Placement by cell class:
Scale: 4 px per um. Fill, decap, tap and diode cells in grey.
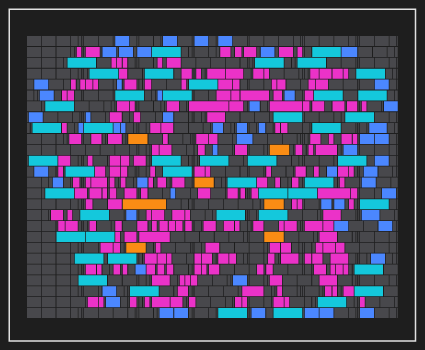
Clock wiring as the flow saved it:
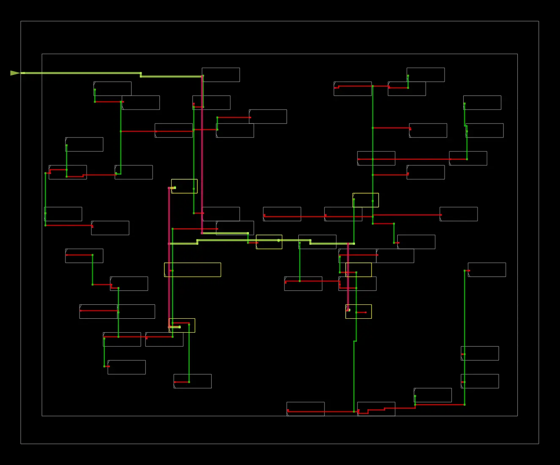
Signal wires on met2:
Scale: 4 px per um. Cells faint in the background.
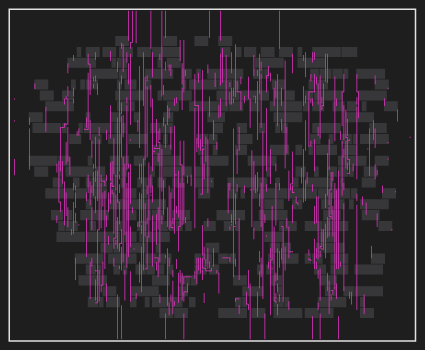
### src/rtl/pla_squar5_sum_accumulator.sv
// pla_squar5_sum_accumulator
// Sums up to BLOCK_LEN consecutive squares from the 5-bit squaring PLA.
// A block ends early when an accepted beat carries in_last.
// The block result (sum, beat count, overflow) is held on a registered
// valid/ready output until downstream takes it.
module pla_squar5_sum_accumulator #(
    parameter  int DATA_W    = 8,
    parameter  int ACC_W     = 16,
    parameter  int BLOCK_LEN = 16,
    parameter  int SATURATE  = 1,
    localparam int CNT_W     = $clog2(BLOCK_LEN + 1)
) (
    input  logic              clk,
    input  logic              rst,
    input  logic              in_valid,
    output logic              in_ready,
    input  logic [DATA_W-1:0] in_data,
    input  logic              in_last,
    output logic              out_valid,
    input  logic              out_ready,
    output logic [ACC_W-1:0]  out_sum,
    output logic [CNT_W-1:0]  out_count,
    output logic              out_ovf
);

    typedef enum logic {ACCUM = 1'b0, HOLD = 1'b1} state_t;

    state_t             r_state;
    logic [ACC_W-1:0]   r_acc;
    logic [CNT_W-1:0]   r_cnt;
    logic               r_ovf;
    logic               r_out_valid;
    logic [ACC_W-1:0]   r_out_sum;
    logic [CNT_W-1:0]   r_out_count;
    logic               r_out_ovf;

    logic               w_accept;
    logic [ACC_W:0]     w_sum;
    logic               w_ovf_nxt;
    logic [ACC_W-1:0]   w_acc_nxt;
    logic [CNT_W-1:0]   w_cnt_nxt;
    logic               w_close;

    // in_ready comes from the state register only, never from out_ready
    assign in_ready  = (r_state == ACCUM);
    assign w_accept  = in_valid & in_ready;

    // One extra bit on the sum catches the carry out of the accumulator
    assign w_sum     = {1'b0, r_acc} + {{(ACC_W + 1 - DATA_W){1'b0}}, in_data};
    assign w_ovf_nxt = w_sum[ACC_W] | r_ovf;
    assign w_cnt_nxt = r_cnt + 1'b1;
    assign w_close   = in_last | (w_cnt_nxt == CNT_W'(BLOCK_LEN));

    // Next accumulator value: pinned at all-ones once saturated, else wrap
    always_comb begin
        w_acc_nxt = w_sum[ACC_W-1:0];
        if (w_ovf_nxt && (SATURATE != 0)) begin
            w_acc_nxt = '1;
        end
    end

    // Two-state block FSM with registered result outputs
    always_ff @(posedge clk) begin
        if (rst) begin
            r_state     <= ACCUM;
            r_acc       <= '0;
            r_cnt       <= '0;
            r_ovf       <= 1'b0;
            r_out_valid <= 1'b0;
            r_out_sum   <= '0;
            r_out_count <= '0;
            r_out_ovf   <= 1'b0;
        end else begin
            case (r_state)
                ACCUM: begin
                    if (w_accept) begin
                        if (w_close) begin
                            // Publish the post-update block values and start fresh
                            r_out_sum   <= w_acc_nxt;
                            r_out_count <= w_cnt_nxt;
                            r_out_ovf   <= w_ovf_nxt;
                            r_out_valid <= 1'b1;
                            r_acc       <= '0;
                            r_cnt       <= '0;
                            r_ovf       <= 1'b0;
                            r_state     <= HOLD;
                        end else begin
                            r_acc <= w_acc_nxt;
                            r_cnt <= w_cnt_nxt;
                            r_ovf <= w_ovf_nxt;
                        end
                    end
                end
                HOLD: begin
                    // Result fields keep their values after the handshake
                    if (out_ready) begin
                        r_out_valid <= 1'b0;
                        r_state     <= ACCUM;
                    end
                end
                default: r_state <= ACCUM;
            endcase
        end
    end

    assign out_valid = r_out_valid;
    assign out_sum   = r_out_sum;
    assign out_count = r_out_count;
    assign out_ovf   = r_out_ovf;

endmodule

### config.mk
export PLATFORM = sky130hd
export DESIGN_NAME = pla_squar5_sum_accumulator
export DESIGN_NICKNAME = d
export VERILOG_FILES = /design/src/rtl/pla_squar5_sum_accumulator.sv
export SDC_FILE = /design/constraint.sdc
export NUM_CORES = 1
export LEC_CHECK = 0
export ABC_CLOCK_PERIOD_IN_PS = 2700
export CAP_MARGIN = 20
export CELL_PAD_IN_SITES_DETAIL_PLACEMENT = 0
export CELL_PAD_IN_SITES_GLOBAL_PLACEMENT = 1
export CORE_ASPECT_RATIO = 0.8
export CORE_MARGIN = 4
export CORE_UTILIZATION = 35
export DETAILED_ROUTE_END_ITERATION = 8
export GPL_TIMING_DRIVEN = 0
export PLACE_DENSITY = 0.67
export SLEW_MARGIN = 20
export SYNTH_ARGS = -nofsm -noshare
export SYNTH_HDL_FRONTEND = slang
export SYNTH_SLANG_ARGS = --single-unit
### constraint.sdc
create_clock -name clk -period 2.7 [get_ports clk]
set_clock_uncertainty 0.05 [all_clocks]
set_input_delay 0.54 -clock clk [delete_from_list [all_inputs] [get_ports clk]]
set_output_delay 0.54 -clock clk [all_outputs]
set_load 0.01 [all_outputs]
==> flow_summary.toml <==
# generated from flow reports
[worst_setup_path]
crit_chain = "clkdlybuf4s50_1 -> ha_2 -> o211ai_1 -> o211ai_1 -> buf_4 -> nand2_1 -> o41a_1 -> a2bb2oi_1"
critPathLaunch = "in_data[5]"
arrival_ns = 2.71
path_depth = 8
timing.rr.end = "r_acc[5]"
path_buffers = 2
cp-start-kind = "input pin"
critPathSlowestCell = "o211ai_1"
cp-endpoint = "r_acc[14]"
slowest_delay_ns = 0.43

[timing]
max_freq_ghz = 0.386
setup_violations = 0
drv_slew = 0
fin_tns_setup_ns = 0
hold_slack_ns = 0.413
slew_headroom = 0.562
hold_violations = 0

[synth]
common_cells = "dfxtp_1 (46), nor2_1 (39), a21oi_1 (19), a211oi_1 (17), o21ai_0 (17)"
syn_inst = 277
ff_type = "dfxtp_1"
syn_area_sq_um = 2430
ys_sh_simple = 0.141
yosysMostFrequentCell = "dfxtp_1"
ys_seq_share = 0.379

[finish]
antenna_cells = 0
nFillCells = 672
drive_gt1_frac = 0.132
fin_nets = 350
post-route-util = 0.473

[global_routing]
track_usage = 0.171
antenna_found_initial = 0
grt_overflow = 0
gr-max-usage-layer = "met1"
grt_use_met3 = 0.0294

[floorplan]
initCoreUtil = 0.370
die_area_sq_um = 8360

[status]
status = "finished clean"

[power_and_ir_drop]
total_leakage_power_nw = 1.12
fin_total_pwr_mw = 1.55

[hold_path]
whs_path_depth = 2
min_to = "r_acc[7]"

[placement]
post-place-cells = 396
dpl_cell_area_sq_um = 2890
pre_cts_ws_ns = -0.674

[route]
wl_per_cell_um = 16.3

[clock_network]
postCtsHoldBufs = 0
About 'placement by cell class':
| class | colour | cells | share of their area |
|---|---|---|---|
| remaining logic cells | magenta | 215 | 49% |
| remaining buffers and delay cells | blue | 58 | 17% |
| clock drivers and dummy loads | orange | 7 | 3.8% |
| registers | cyan | 46 | 31% |

About 'clock wiring as the flow saved it':
CTS Buf Count: 5
clk sinks: 46
Insertion Delay late pin: 0.30 ns
Clock group: 0.534 mW

About 'signal wires on met2':
wire length on this layer: 2830 um
longest straight run: 41.8 um
share of all routed wire: 42%
main direction: vertical
final wirelength: 6700 um
global routing usage on met2: 0.246
via count: 2159

per-layer routing:
metal  part of all wire  vias to the layer above
li1                   -                     1103
met1               0.53                     1012
met2               0.42                       37
met3              0.041                        7
met4              0.010                        0
met5                  0                        -
layout make-up:
class / instances / area (sq um) / area share
Clock inverter: 1 / 30.0 / 0.00967
Tap cell: 84 / 105 / 0.0338
Multi-Input combinational cell: 202 / 1410 / 0.455
Sequential cell: 46 / 921 / 0.297
Clock buffer: 6 / 82.6 / 0.0266
Buffer: 15 / 88.8 / 0.0286
Timing Repair Buffer: 43 / 415 / 0.134
Inverter: 13 / 48.8 / 0.0157
registers in the layout, summed over array words and instances, names as in the netlist:
signal and count:
out_sum 16, r_acc 16, out_count 5, r_cnt 5, out_ovf 1, out_valid 1, r_ovf 1, r_state 1
cell usage in the layout (no fill, tap or decap), types with 3 or more instances in the layout:
cell type | Yosys | final
clkbuf_1 | 7 | 7
clkbuf_8 | 0 | 6
nor2_1 | 39 | 37
a311oi_1 | 6 | 6
o2bb2ai_1 | 4 | 4
o211ai_1 | 7 | 7
mux2i_1 | 4 | 4
a211oi_1 | 17 | 15
nand2_1 | 14 | 14
nand3_1 | 5 | 5
xor2_1 | 3 | 3
ha_1 | 10 | 8
xnor2_1 | 13 | 13
a21o_1 | 3 | 3
clkdlybuf4s50_1 | 0 | 33
a21oi_1 | 19 | 17
inv_1 | 13 | 13
dfxtp_1 | 46 | 46
nor3_1 | 6 | 5
nand2b_1 | 4 | 4
o21ai_0 | 17 | 15
buf_4 | 4 | 12
a211oi_2 | 1 | 3
power by group:
part,total (mW),switching [mW],internal (mW)
combinational,0.289,0.155,0.134
clock,0.534,0.238,0.296
sequential,0.732,0.0214,0.710
total,1.55,0.414,1.14
No activity file was given, so power comes from the tool's default toggle rates.
